`config.mk`:
```
export PLATFORM = sky130hd
export DESIGN_NAME = pipeline_hazard_ctrl
export DESIGN_NICKNAME = d
export VERILOG_FILES = /design/src/rtl/hazard_pkg.sv /design/src/rtl/pipeline_hazard_ctrl_wait_timer.sv /design/src/rtl/pipeline_hazard_ctrl.sv
export SDC_FILE = /design/constraint.sdc
export NUM_CORES = 1
export LEC_CHECK = 0
export CORE_MARGIN = 3
export CORE_UTILIZATION = 25
export CTS_BUF_LIST = sky130_fd_sc_hd__clkbuf_8
export DETAILED_ROUTE_END_ITERATION = 7
export MAX_ROUTING_LAYER = met4
export PLACE_DENSITY = 0.7
export SYNTH_ARGS = -nofsm -noshare
export SYNTH_HDL_FRONTEND = slang
export SYNTH_SLANG_ARGS = --single-unit
```
`constraint.sdc`:
```
create_clock -name clk -period 2.1 [get_ports clk]
set_input_delay 0.525 -clock clk [delete_from_list [all_inputs] [get_ports clk]]
set_output_delay 0.525 -clock clk [all_outputs]
set_load 0.1 [all_outputs]
```
`src/rtl/hazard_pkg.sv`:
```
// Shared definitions for the pipeline hazard controller: FSM encoding,
// forward-select codes, result-select load code and control helpers.
package hazard_pkg;

  localparam int unsigned REG_W  = 5;
  localparam int unsigned SEL_W  = 2;
  localparam int unsigned CNT16_W = 16;

  typedef enum logic [1:0] {
    ST_RUN      = 2'b00,
    ST_MEM_WAIT = 2'b01,
    ST_FAULT    = 2'b10,
    ST_RSVD     = 2'b11
  } state_e;

  localparam logic [SEL_W-1:0] FWD_RF = 2'b00;
  localparam logic [SEL_W-1:0] FWD_W  = 2'b01;
  localparam logic [SEL_W-1:0] FWD_M  = 2'b10;

  localparam logic [SEL_W-1:0] RESULT_SRC_LOAD = 2'b01;

  // Pipeline-register control bundle (stall = hold, flush = clear).
  typedef struct packed {
    logic stall_f;
    logic stall_d;
    logic stall_e;
    logic stall_m;
    logic flush_d;
    logic flush_e;
    logic flush_w;
  } hz_ctrl_t;

  localparam hz_ctrl_t CTRL_HOLD = '{stall_f: 1'b1, stall_d: 1'b1, stall_e: 1'b1,
                                     stall_m: 1'b1, flush_d: 1'b0, flush_e: 1'b0,
                                     flush_w: 1'b1};

  // Normal-running priority: memory stall > branch flush > load-use bubble.
  function automatic hz_ctrl_t run_ctrl(input logic mem_block,
                                        input logic branch,
                                        input logic load_use);
    hz_ctrl_t c;
    c = '0;
    if (mem_block) begin
      c = CTRL_HOLD;
    end else if (branch) begin
      c.flush_d = 1'b1;
      c.flush_e = 1'b1;
    end else if (load_use) begin
      c.stall_f = 1'b1;
      c.stall_d = 1'b1;
      c.flush_e = 1'b1;
    end
    return c;
  endfunction

  // Operand bypass select; the M stage is younger so it wins over W, x0 never forwards.
  function automatic logic [SEL_W-1:0] fwd_sel(input logic [REG_W-1:0] rs,
                                               input logic [REG_W-1:0] rd_m,
                                               input logic             wr_m,
                                               input logic [REG_W-1:0] rd_w,
                                               input logic             wr_w);
    logic [SEL_W-1:0] sel;
    sel = FWD_RF;
    if (wr_m && (rd_m != '0) && (rd_m == rs)) begin
      sel = FWD_M;
    end else if (wr_w && (rd_w != '0) && (rd_w == rs)) begin
      sel = FWD_W;
    end
    return sel;
  endfunction

endpackage

```
`src/rtl/pipeline_hazard_ctrl_wait_timer.sv`:
```
// Memory-wait cycle counter: cleared outside the wait, counts wait cycles,
// flags the cycle on which the configured wait budget is used up.
module wait_timer #(
  parameter int unsigned WAIT_TIMEOUT = 15
) (
  input  logic clk,
  input  logic rst_n,
  input  logic clear,
  input  logic inc,
  output logic expired_c
);

  localparam int unsigned CLOG_W = $clog2(WAIT_TIMEOUT + 1);
  localparam int unsigned CNT_W  = (CLOG_W > 4) ? CLOG_W : 4;
  localparam logic [CNT_W-1:0] LAST = CNT_W'(WAIT_TIMEOUT - 1);

  logic [CNT_W-1:0] count;

  // Wait counter; holds once expired so it cannot wrap.
  always_ff @(posedge clk or negedge rst_n) begin
    if (!rst_n) begin
      count <= '0;
    end else if (clear) begin
      count <= '0;
    end else if (inc && !expired_c) begin
      count <= count + CNT_W'(1);
    end
  end

  assign expired_c = (count == LAST);

endmodule

```
`src/rtl/pipeline_hazard_ctrl.sv`:
```
// Pipeline hazard controller: forwarding selects, load-use bubbles,
// branch flushes and a memory-wait FSM with timeout fault.
// Optional build macro HAZARD_PERF_CNT_EN adds saturating stall/flush counters.
module pipeline_hazard_ctrl
  import hazard_pkg::*;
#(
  parameter int unsigned WAIT_TIMEOUT = 15
) (
  input  logic             clk,
  input  logic             rst,
  input  logic [REG_W-1:0] Rs1D,
  input  logic [REG_W-1:0] Rs2D,
  input  logic [REG_W-1:0] Rs1E,
  input  logic [REG_W-1:0] Rs2E,
  input  logic [REG_W-1:0] RdE,
  input  logic [REG_W-1:0] RdM,
  input  logic [REG_W-1:0] RdW,
  input  logic [SEL_W-1:0] resultSrcE,
  input  logic             regWriteM,
  input  logic             regWriteW,
  input  logic             PCSrcE,
  input  logic             memReqM,
  input  logic             memReadyM,
  output logic             stallF,
  output logic             stallD,
  output logic             stallE,
  output logic             stallM,
  output logic             flushD,
  output logic             flushE,
  output logic             flushW,
  output logic [SEL_W-1:0] forwardAE,
  output logic [SEL_W-1:0] forwardBE,
  output logic             memFault,
  output logic [1:0]       state
`ifdef HAZARD_PERF_CNT_EN
  ,
  output logic [CNT16_W-1:0] stallCycles,
  output logic [CNT16_W-1:0] flushCount
`endif
);

  state_e   state_q;
  state_e   state_d;
  hz_ctrl_t ctrl;
  logic     load_use_c;
  logic     mem_block_c;
  logic     expired_c;

  assign load_use_c  = (resultSrcE == RESULT_SRC_LOAD) && (RdE != '0) &&
                       ((RdE == Rs1D) || (RdE == Rs2D));
  assign mem_block_c = memReqM && !memReadyM;

  wait_timer #(
    .WAIT_TIMEOUT(WAIT_TIMEOUT)
  ) u_wait_timer (
    .clk      (clk),
    .rst_n    (rst),
    .clear    (state_q != ST_MEM_WAIT),
    .inc      ((state_q == ST_MEM_WAIT) && !memReadyM),
    .expired_c(expired_c)
  );

  // FSM state register.
  always_ff @(posedge clk or negedge rst) begin
    if (!rst) begin
      state_q <= ST_RUN;
    end else begin
      state_q <= state_d;
    end
  end

  // Next state and pipeline control; the unused encoding behaves as RUN.
  always_comb begin
    state_d = state_q;
    ctrl    = '0;
    case (state_q)
      ST_MEM_WAIT: begin
        if (memReadyM) begin
          state_d = ST_RUN;
          ctrl    = run_ctrl(1'b0, PCSrcE, load_use_c);
        end else begin
          ctrl = CTRL_HOLD;
          if (expired_c) begin
            state_d = ST_FAULT;
          end
        end
      end
      ST_FAULT: begin
        ctrl = CTRL_HOLD;
      end
      default: begin
        ctrl = run_ctrl(mem_block_c, PCSrcE, load_use_c);
        if (mem_block_c) begin
          state_d = ST_MEM_WAIT;
        end
      end
    endcase
  end

  // Sticky timeout flag, cleared only by reset.
  always_ff @(posedge clk or negedge rst) begin
    if (!rst) begin
      memFault <= 1'b0;
    end else if (state_d == ST_FAULT) begin
      memFault <= 1'b1;
    end
  end

  assign stallF    = ctrl.stall_f;
  assign stallD    = ctrl.stall_d;
  assign stallE    = ctrl.stall_e;
  assign stallM    = ctrl.stall_m;
  assign flushD    = ctrl.flush_d;
  assign flushE    = ctrl.flush_e;
  assign flushW    = ctrl.flush_w;
  assign state     = state_q;
  assign forwardAE = fwd_sel(Rs1E, RdM, regWriteM, RdW, regWriteW);
  assign forwardBE = fwd_sel(Rs2E, RdM, regWriteM, RdW, regWriteW);

`ifdef HAZARD_PERF_CNT_EN
  // Saturating performance counters for fetch stalls and D/E flushes.
  always_ff @(posedge clk or negedge rst) begin
    if (!rst) begin
      stallCycles <= '0;
      flushCount  <= '0;
    end else begin
      if (ctrl.stall_f && (stallCycles != '1)) begin
        stallCycles <= stallCycles + CNT16_W'(1);
      end
      if ((ctrl.flush_d || ctrl.flush_e) && (flushCount != '1)) begin
        flushCount <= flushCount + CNT16_W'(1);
      end
    end
  end
`endif

endmodule

```
Run 1, placement by cell class:
(6 px per um) Fill, decap, tap and diode cells in gray.
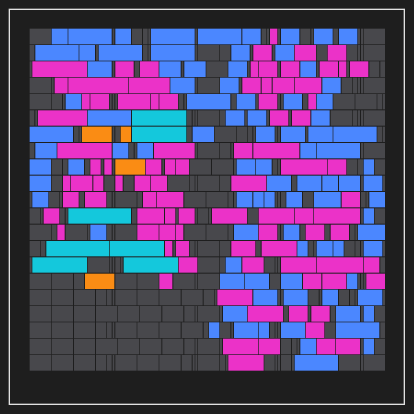
| color | class | cells |
|---|---|---|
| orange | clock drivers and dummy loads | 4 |
| blue | remaining buffers and delay cells | 90 |
| magenta | remaining logic cells | 91 |
| cyan | registers | 7 |
final core occ: 63.2%
# rows: 21
cell area after layout: 2140 um^2
Seq area share: 8.53%
core area: 3390 um^2

Run 1, signal wires on met2:
(6 px per um) Cells faint in the background.
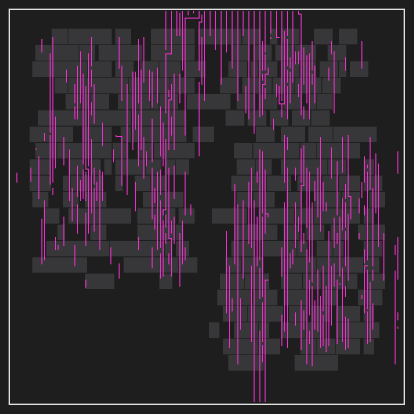
main direction: vertical
nets with wire on the layer: 222
share of all routed wire: 56%
wire length on this layer: 1880 um
longest straight run: 33.5 um
Routed WL: 3360 um
GRT met2 Usage: 30.5%

==> impl_metrics.tcl, run 1 <==
# place-and-route summary
set metrics [dict create \
    numCtsBuffers 3 \
    fin_ws_ns -0.381 \
    nets 241 \
    top_power_group "combinational cells" \
    top_cell_area_share_pct 24.6 \
    track_usage_pct 16.2 \
    taps 46 \
    intPower_mw 0.401 \
    status "finished, violations left" \
    top_cell "xor2_1" \
    portBuffers 57 \
    setup_viol 11 \
    clock_buffers 3 \
    pwr-share-comb_pct 43.8 \
    setup-tns-final_ns -2.26 \
    path_class "primary input to output pin" \
    p_leak_nw 0.984 \
    dp_cells 228 \
    cts_max_level 1 \
    top_logic_kind "XOR/XNOR gates" \
    crit_cells 6 \
    worst-path-buf-inv 3 \
    clk_path_buf_depth 2 \
    grt_pass1_vias 1177 \
    ioPinCount 58 \
    violations "negative setup slack" \
    firstDrtPassIters 4 \
    ys.flop_type "dfrtp_1" \
    syn_nets 151 \
    yosysWarnings 0 \
    grt_start_max_net_pins 8 \
    die_w_um 65.6 \
    ys_sh_simple_pct 21.1 \
    final_cell_mix "xor2_1, buf_4, dlygate4sd2_1, buf_6, buf_12" \
    n_antenna_cell 0 \
    crit_start "RdW[2]" \
    holdPathEnd "memFault" \
    die_y_um 65.6 \
    switching_power_mw 0.173 \
    antenna_left 0 \
    pre_cts_slack_ns -0.845 \
    hold_viol_final 0 \
]
Run 1, clock distribution:
(8 px per um)
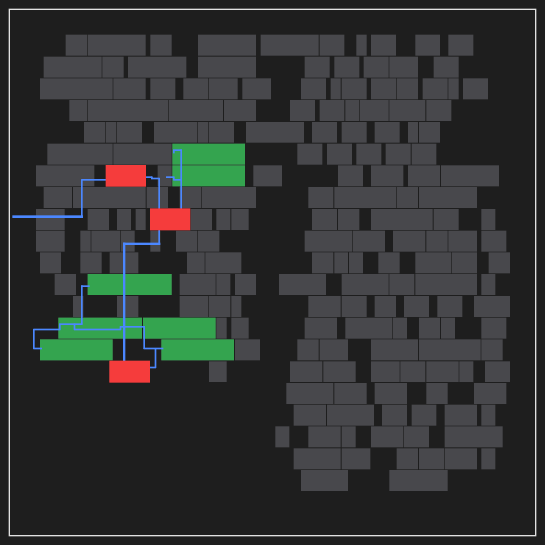
[green] flip-flops | count: 7
[red] clock-net drivers | count: 3
[blue] clock wires | length: 98.2 um
routed clock nets: 4
clock power share: 32.6%
Clock group: 0.187 mW
Late-Pin Clk Latency: 0.23 ns
clock skew: 0.00394 ns

## Run 2: what changed since run 1
--- a/config.mk
+++ b/config.mk
@@ -5,6 +5,7 @@
 export SDC_FILE = /design/constraint.sdc
 export NUM_CORES = 1
 export LEC_CHECK = 0
+export CORE_ASPECT_RATIO = 1.1
 export CORE_MARGIN = 3
 export CORE_UTILIZATION = 25
 export CTS_BUF_LIST = sky130_fd_sc_hd__clkbuf_8
==> impl_metrics.tcl, run 2 <==
# place-and-route summary
set metrics [dict create \
    synth.area.mux_share_pct 1.13 \
    worst-path-buf-inv 2 \
    dp_cells 231 \
    n_antenna_cell 0 \
    crit_cells 6 \
    top_cell "xor2_1" \
    crit_start "RdM[2]" \
    ioPinCount 58 \
    clk_path_buf_depth 2 \
    firstDrtPassIters 4 \
    pre_cts_slack_ns -0.841 \
    worst_setup_path_start_kind "primary input" \
    portBuffers 57 \
    ys_sh_simple_pct 21.1 \
    row_count 22 \
    seq-cell-share_pct 8.59 \
    intPower_mw 0.393 \
    numCtsBuffers 3 \
    syn_nets 151 \
    synth_top_cell_by_area "xor2_1" \
    path_class "primary input to output pin" \
    nets 241 \
    post-route-util_pct 62.8 \
    die_y_um 68.5 \
    final_cell_mix "buf_4, xor2_1, dlygate4sd2_1, buf_12" \
    grt_start_max_net_pins 8 \
    top_power_group "combinational cells" \
    yosysWarnings 0 \
    setup_viol 11 \
    fin_ws_ns -0.418 \
    stdcell_area_um2 2130 \
    die_w_um 62.8 \
    status "finished, violations left" \
    design.seq.count 7 \
    relSlewSlack_pct 77.3 \
    pwr-share-comb_pct 43.1 \
    p_leak_nw 0.982 \
    cts_max_level 1 \
    antenna_left 0 \
    top_logic_kind "XOR/XNOR gates" \
    hold_viol_final 0 \
    violations "negative setup slack" \
    track_usage_pct 16.0 \
]
Run 2, signal wires on met2:
(6 px per um) Cells faint in the background.
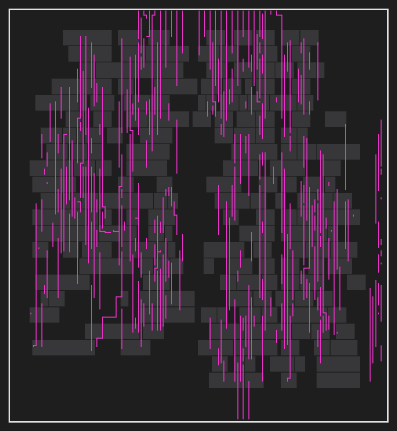
nets with wire on the layer: 217
share of all routed wire: 58%
main direction: vertical
longest straight run: 29.9 um
Routed WL: 3320 um
GRT met2 Usage: 31.2%
Vias: 1094

Run 2, clock wiring as the flow saved it:
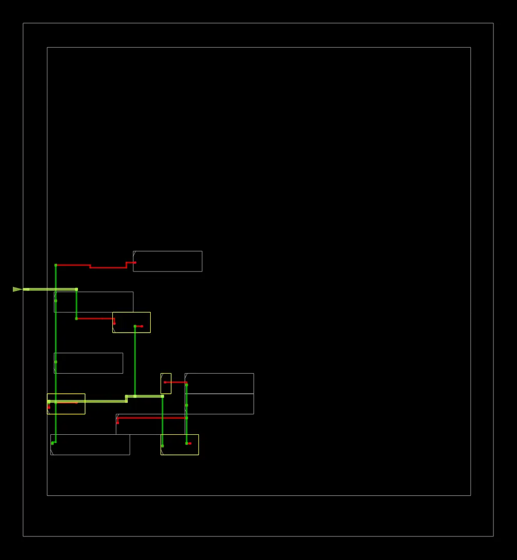
clock skew: 0.00116 ns
Clock group: 0.183 mW

Run 2, clock distribution:
(8 px per um)
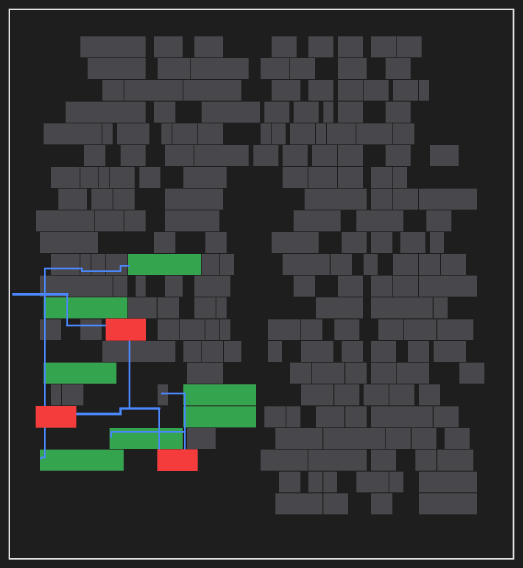
[red] clock-net drivers | count: 3
[blue] clock wires | length: 110 um
[green] flip-flops | count: 7
routed clock nets: 4
Late-Pin Clk Latency: 0.22 ns
clock power share: 32.7%

## Run 3: what changed since run 2
==> constraint.sdc (replaced) <==
create_clock -name clk -period 2.38 [get_ports clk]
set_input_delay 0.595 -clock clk [delete_from_list [all_inputs] [get_ports clk]]
set_output_delay 0.595 -clock clk [all_outputs]
set_load 0.1 [all_outputs]
==> impl_metrics.tcl, run 3 <==
# place-and-route summary
set metrics [dict create \
    synth.area.mux_share_pct 1.13 \
    nets 238 \
    wl_met1_um 1150 \
    fin_ws_ns -0.224 \
    post_cts_buffers 6 \
    post-route-util_pct 61.1 \
    dp_cells 227 \
    top_logic_kind "XOR/XNOR gates" \
    finClkSkew_ns 0.00351 \
    clock_power_share_pct 33.2 \
    setup_viol 5 \
    synth_top_cell_by_area "xor2_1" \
    track_usage_pct 15.1 \
    wl_met3_um 167 \
    final_cell_mix "buf_4, xor2_1, dlygate4sd2_1, buf_12, buf_6" \
    worst-path-buf-inv 3 \
    hold_viol_final 0 \
    cts_max_level 1 \
    regMostFlops "u_wait_timer.count" \
    reg2reg_slack_ns 0.69 \
    crit_cells 7 \
    row_count 22 \
    antenna_left 0 \
    grt_start_max_net_pins 8 \
    pre_cts_slack_ns -0.660 \
    worst_setup_path_end_kind "output pin" \
    worst_setup_path_start_kind "primary input" \
    path_class "primary input to output pin" \
    ys_sh_simple_pct 21.1 \
    crit_start "RdM[2]" \
    seq-cell-share_pct 8.83 \
    ioPinCount 58 \
    hold_class "flip-flop to flip-flop" \
    clk_share_pct 2.18 \
    clk_pin_slew_ns 0.04 \
    syn_nets 151 \
    firstDrtPassIters 4 \
    status "finished, violations left" \
    clk_path_buf_depth 2 \
    p_leak_nw 0.951 \
    yosysWarnings 0 \
    top_cell "xor2_1" \
    intPower_mw 0.347 \
    violations "negative setup slack" \
    cap_violations 0 \
    n_antenna_cell 0 \
    relSlewSlack_pct 79.2 \
]
Run 3, signal wires on met2:
(6 px per um) Cells faint in the background.
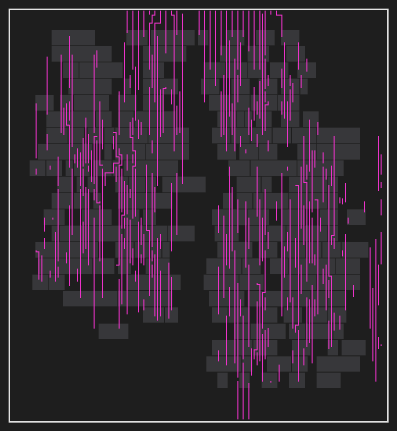
longest straight run: 28.2 um
share of all routed wire: 57%
wire length on this layer: 1840 um
main direction: vertical
nets with wire on the layer: 214
Vias: 1096
GRT met2 Usage: 31.0%
Routed WL: 3210 um

Run 3, clock wiring as the flow saved it:
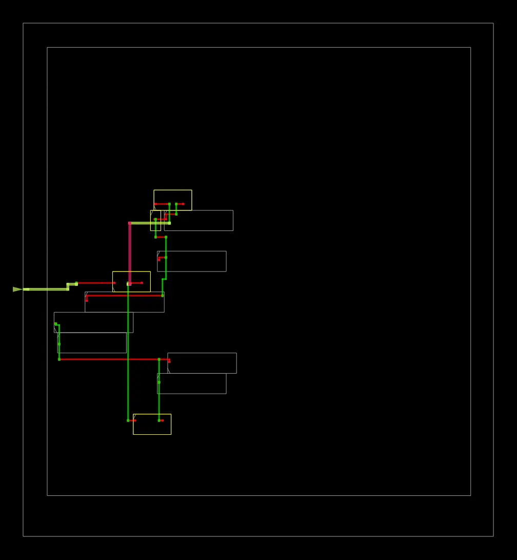
clk_buf instances: 3
CTS Buf Count: 3
num sequential: 7
Clock group: 0.165 mW
Late-Pin Clk Latency: 0.23 ns

Run 3, I/O pins on the die edge:
(4 px per um) Pins as bars across the die edge, other pins in gray.
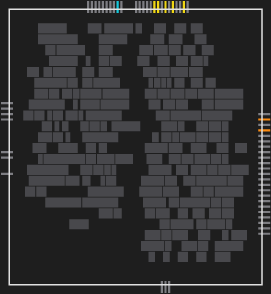
| color | port | pins | direction | edge |
|---|---|---|---|---|
| orange | forwardBE | 2 | output | right |
| cyan | flushE | 1 | output | top |
| yellow | Rs2D | 5 | input | top |
die width: 62.8 um
Port-buffer cells: 57
Die H: 68.5 um

Power and IR drop assume default switching activity.
